$ cat src/rtl/pool_stream.sv
// Streaming KxK pooling unit (max or average) over a valid/ready pixel stream.
// Pixels arrive in raster order with all C channels packed in one beat. A
// per-channel horizontal accumulator folds the K pixels of a window row, and
// a line buffer of W/K partial results folds the K rows. The finished window
// value is written into a single output register that can be refilled on the
// same edge it is consumed.
module pool_stream #(
    parameter int W      = 6,
    parameter int H      = 6,
    parameter int C      = 3,
    parameter int DW     = 8,
    parameter int K      = 2,
    parameter int SIGNED = 0
) (
    input  logic            clk,
    input  logic            rst_n,
    input  logic            mode,
    input  logic            in_valid,
    output logic            in_ready,
    input  logic [C*DW-1:0] in_data,
    output logic            out_valid,
    input  logic            out_ready,
    output logic [C*DW-1:0] out_data,
    output logic            out_last,
    output logic            busy
);

    localparam int LK  = $clog2(K);
    localparam int SH  = 2 * LK;
    localparam int AW  = DW + SH;
    localparam int NWX = W / K;
    localparam int CW  = (W > 1) ? $clog2(W) : 1;
    localparam int RW  = (H > 1) ? $clog2(H) : 1;
    localparam int XW  = (NWX > 1) ? $clog2(NWX) : 1;
    localparam logic [CW-1:0] COL_LAST = CW'(W - 1);
    localparam logic [RW-1:0] ROW_LAST = RW'(H - 1);
    localparam logic [LK-1:0] K_LAST   = LK'(K - 1);
    localparam bit IS_SIGNED = (SIGNED != 0);

    // Widen an element to accumulator width, keeping its numeric value.
    function automatic logic [AW-1:0] extend(input logic [DW-1:0] e);
        if (IS_SIGNED) begin
            return {{SH{e[DW-1]}}, e};
        end else begin
            return {{SH{1'b0}}, e};
        end
    endfunction

    // Pooling operator: sum in average mode, larger of the two in max mode.
    function automatic logic [AW-1:0] combine(input logic [AW-1:0] a,
                                              input logic [AW-1:0] b,
                                              input logic          avg);
        logic a_gt_b;
        if (IS_SIGNED) begin
            a_gt_b = ($signed(a) > $signed(b));
        end else begin
            a_gt_b = (a > b);
        end
        if (avg) begin
            return a + b;
        end else if (a_gt_b) begin
            return a;
        end else begin
            return b;
        end
    endfunction

    // Final scaling: the window sum divided by K*K with floor rounding.
    function automatic logic [DW-1:0] convert(input logic [AW-1:0] v, input logic avg);
        if (!avg) begin
            return DW'(v);
        end else if (IS_SIGNED) begin
            return DW'($signed(v) >>> SH);
        end else begin
            return DW'(v >> SH);
        end
    endfunction

    logic [CW-1:0]   col_r;
    logic [RW-1:0]   row_r;
    logic            mode_r;
    logic [AW-1:0]   hacc_r [C];
    logic [AW-1:0]   lbuf_r [NWX][C];
    logic            out_valid_r;
    logic [C*DW-1:0] out_data_r;
    logic            out_last_r;
    logic            busy_r;

    logic            accept_s;
    logic            first_s;
    logic            eff_mode_s;
    logic            win_done_s;
    logic            frame_end_s;
    logic [LK-1:0]   kc_s;
    logic [LK-1:0]   kr_s;
    logic [XW-1:0]   wx_s;
    logic [AW-1:0]   elem_s [C];
    logic [AW-1:0]   hsum_s [C];
    logic [AW-1:0]   line_s [C];
    logic [C*DW-1:0] conv_s;

    assign in_ready    = !out_valid_r || out_ready;
    assign accept_s    = in_valid && in_ready;
    assign first_s     = (col_r == '0) && (row_r == '0);
    // The first beat of a frame uses the live mode input; later beats the latched copy.
    assign eff_mode_s  = first_s ? mode : mode_r;
    assign kc_s        = col_r[LK-1:0];
    assign kr_s        = row_r[LK-1:0];
    assign wx_s        = XW'(col_r >> LK);
    assign win_done_s  = accept_s && (kc_s == K_LAST) && (kr_s == K_LAST);
    assign frame_end_s = (col_r == COL_LAST) && (row_r == ROW_LAST);

    assign out_valid = out_valid_r;
    assign out_data  = out_data_r;
    assign out_last  = out_last_r;
    assign busy      = busy_r;

    // Per-channel window arithmetic for the current beat.
    always_comb begin
        conv_s = '0;
        for (int ch = 0; ch < C; ch++) begin
            elem_s[ch] = extend(in_data[ch*DW +: DW]);
            hsum_s[ch] = combine(hacc_r[ch], elem_s[ch], eff_mode_s);
            if (kr_s == '0) begin
                line_s[ch] = hsum_s[ch];
            end else begin
                line_s[ch] = combine(lbuf_r[wx_s][ch], hsum_s[ch], eff_mode_s);
            end
            conv_s[ch*DW +: DW] = convert(line_s[ch], eff_mode_s);
        end
    end

    // Raster position counters and the per-frame mode latch.
    always_ff @(posedge clk) begin
        if (!rst_n) begin
            col_r  <= '0;
            row_r  <= '0;
            mode_r <= 1'b0;
        end else if (accept_s) begin
            if (first_s) begin
                mode_r <= mode;
            end
            if (col_r == COL_LAST) begin
                col_r <= '0;
                if (row_r == ROW_LAST) begin
                    row_r <= '0;
                end else begin
                    row_r <= row_r + 1'b1;
                end
            end else begin
                col_r <= col_r + 1'b1;
            end
        end
    end

    // Horizontal accumulator: restarts at the left edge of every window.
    always_ff @(posedge clk) begin
        if (!rst_n) begin
            for (int ch = 0; ch < C; ch++) begin
                hacc_r[ch] <= '0;
            end
        end else if (accept_s) begin
            for (int ch = 0; ch < C; ch++) begin
                if (kc_s == '0) begin
                    hacc_r[ch] <= elem_s[ch];
                end else begin
                    hacc_r[ch] <= hsum_s[ch];
                end
            end
        end
    end

    // Line buffer of partial window results; the first window row overwrites stale data.
    always_ff @(posedge clk) begin
        if (accept_s && (kc_s == K_LAST) && (kr_s != K_LAST)) begin
            for (int ch = 0; ch < C; ch++) begin
                lbuf_r[wx_s][ch] <= line_s[ch];
            end
        end
    end

    // Output register: a new window result wins over a same-edge consume.
    always_ff @(posedge clk) begin
        if (!rst_n) begin
            out_valid_r <= 1'b0;
            out_data_r  <= '0;
            out_last_r  <= 1'b0;
        end else if (win_done_s) begin
            out_valid_r <= 1'b1;
            out_data_r  <= conv_s;
            out_last_r  <= frame_end_s;
        end else if (out_ready) begin
            out_valid_r <= 1'b0;
            out_last_r  <= 1'b0;
        end
    end

    // Frame-in-progress flag: set by a frame's first beat, cleared when its last output leaves.
    always_ff @(posedge clk) begin
        if (!rst_n) begin
            busy_r <= 1'b0;
        end else if (accept_s && first_s) begin
            busy_r <= 1'b1;
        end else if (out_valid_r && out_ready && out_last_r) begin
            busy_r <= 1'b0;
        end
    end

endmodule

$ cat config.mk
export PLATFORM = sky130hd
export DESIGN_NAME = pool_stream
export DESIGN_NICKNAME = d
export VERILOG_FILES = /design/src/rtl/pool_stream.sv
export SDC_FILE = /design/constraint.sdc
export NUM_CORES = 1
export LEC_CHECK = 0
export CORE_ASPECT_RATIO = 1.4
export CORE_MARGIN = 4
export CORE_UTILIZATION = 45
export DETAILED_ROUTE_END_ITERATION = 7
export GPL_ROUTABILITY_DRIVEN = 0
export PLACE_DENSITY = 0.74
export SYNTH_ARGS = -nofsm -noshare
export SYNTH_HDL_FRONTEND = slang
export SYNTH_SLANG_ARGS = --single-unit
$ cat constraint.sdc
create_clock -name clk -period 6.1 [get_ports clk]
set_clock_uncertainty 0.1 [all_clocks]
set_input_delay 0.61 -clock clk [delete_from_list [all_inputs] [get_ports clk]]
set_output_delay 0.61 -clock clk [all_outputs]
set_load 0.02 [all_outputs]
Fig. 1: run 1, sequential cells grouped by signal name
(1.5 px per micron) Other sequential cells in the stronger gray, the rest of the logic in the fainter gray.
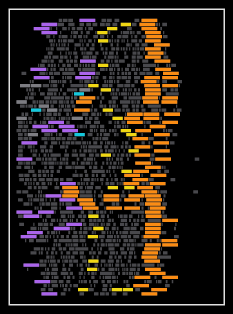
Orange marks lbuf_r, sequential cells 90. Yellow marks out_data, sequential cells 24. Cyan marks col_r, sequential cells 3. Purple marks hacc_r, sequential cells 30.
Another 9 sequential cells are not colored.
Seq area share: 33.0%
Reg area: 0.00433 sq mm
total sequential power: 1.25 mW

Fig. 2: run 1, gate families picked out
(2 px per micron)
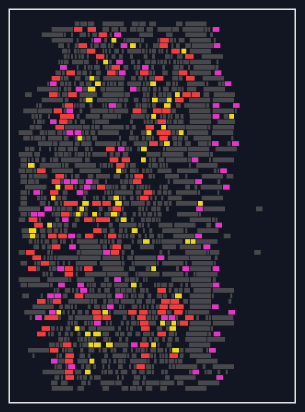
Red marks adder and majority cells, cells 108. Yellow marks AND-OR and OR-AND gates, cells 60. Magenta marks multiplexers, cells 73.
non-filler cells, final: 1624
combinational share of cell area: 49.5%
most numerous logic cell after layout: nor2_1

Fig. 3: run 1, nets reached from selected ports
(2 px per micron)
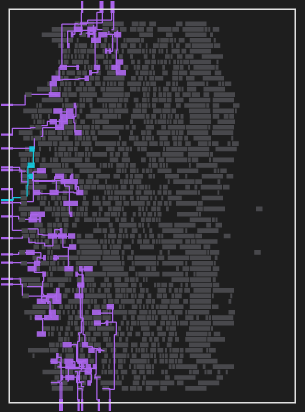
Cyan marks out_ready, bits 1, direction input, edge left, end cells 3, wire 34.2 microns. Purple marks in_data, bits 24, direction input, edge 13 left, 6 bottom, 5 top, end cells 98, wire 1230 microns.
port bufs: 56
IO Pins: 57

==> reports/results.ini, run 1 <==
[run_status]
status = completed

[cts]
cts_hold_buffers = 0
htreeDepth = 4
worstSkewPairLatency_ns = 0.44
cts_sinks = 156
clockRootBuffer = clkbuf_16

[global_routing]
grt_pass1_vias = 9650
gr-usage-met3_pct = 4.22
grt_use_met1_pct = 29.0
grt_first_pass_wirelength_microns = 50500
grt.busiest_layer = met2
grt_max_degree = 45
grt_usage_pct = 22.8
grt_overflow_total = 0

[routing]
top_layer_used = met4
wire_per_inst_microns = 19.5
vias = 9750
ant_nets = 0
wl_met1_microns = 13100
drt_iter0_markers = 732

[placement]
place_area_sq_mm = 0.0126
placed_cells = 1592
dp_hpwl_microns = 23800

[die]
rows = 68
core_area_sq_mm = 0.0248

[timing]
relSlewSlack_pct = 30.4
setup_viol = 0
finalWorstSetupSlack_ns = 0.333

[finish]
nFlopsAndLatches = 156
n_antenna_cell = 0
top_register = lbuf_r
clock_tree_area_fraction_pct = 4.21
fin_util_pct = 53.0
areaGrowthSynthToFinish_pct = 15.6

[synthesis]
synth.area.mux_share_pct = 6.47
edf_count = 120
top_area_cell = edfxtp_1
top_logic_kind = AND-OR/OR-AND gates
top_cells_by_area = edfxtp_1 (32%), ha_1 (11%), dfxtp_1 (6.3%)
async_reset_ff_share_pct = 0
yosysTopAreaCellShare_pct = 31.7
ys_seq_share_pct = 38.1
synthMostInstantiatedCell = nor2_1

[pwr]
pwr-share-clk_pct = 27.0
maxPowerGroup = combinational cells
power.internal_mw = 2.35

[hold_path]
hp-class = reg2reg
min_path_cells = 2

[setup_path]
crit_start = in_data[23]
crit_cells = 20

Fig. 4: run 1, the clock network
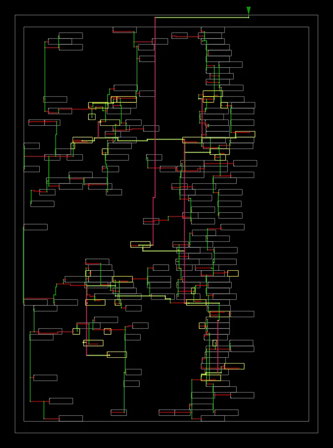

==> run 2, diff against run 1 <==
- CORE_UTILIZATION: 45 -> 30
- PLACE_DENSITY: 0.74 -> 0.57
Fig. 5: run 2, the clock network
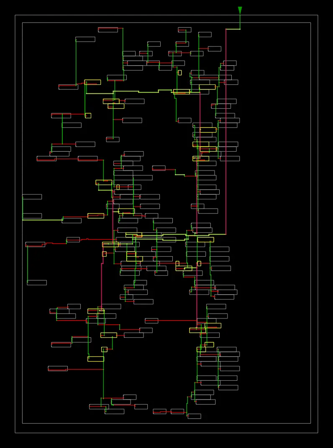
clk ins delay skew pair: 0.44 ns
sequential cells: 156
number of clock buffers in the layout: 26

==> run 2 against run 1 <==
Synthesized cell count stayed put; critical path type unchanged; global-route usage is 6.4 points lower; critical endpoint is now lbuf_r[0][27]$_DFFE_PP_; routed wire length is 6.7% higher; highest routed layer unchanged; largest cell class unchanged.
==> reports/results.ini, run 2 <==
[routing]
wire_per_inst_microns = 19.0
drt_iter0_markers = 797
vias = 9444
wl_met1_microns = 14500
top_layer_used = met4

[synthesis]
synth.area.mux_share_pct = 6.47
synthMostInstantiatedCell = nor2_1
top_logic_kind = AND-OR/OR-AND gates
top_cells_by_area = edfxtp_1 (32%), ha_1 (11%), dfxtp_1 (6.3%)

[global_routing]
grt_usage_pct = 16.4
grt_overflow_total = 0
grt_first_pass_wirelength_microns = 52100
grt_max_degree = 50

[timing]
setup_viol = 0
relSlewSlack_pct = 40.9

[placement]
dp_hpwl_microns = 25300
place_area_sq_mm = 0.0127
placed_cells = 1741

[hold_path]
hp-class = reg2reg

[cts]
htreeDepth = 4

[die]
pin_count = 57
core_area_sq_mm = 0.0375

[pwr]
maxPowerGroup = combinational cells

[setup_path]
crit_cells = 20

[run_status]
status = completed

[finish]
seq_share_pct = 32.5
top_register = lbuf_r
comb_area_share_pct = 48.8
stdcell_count = 1773

Power figures rest on the tool's default switching activity, not on a simulated workload.
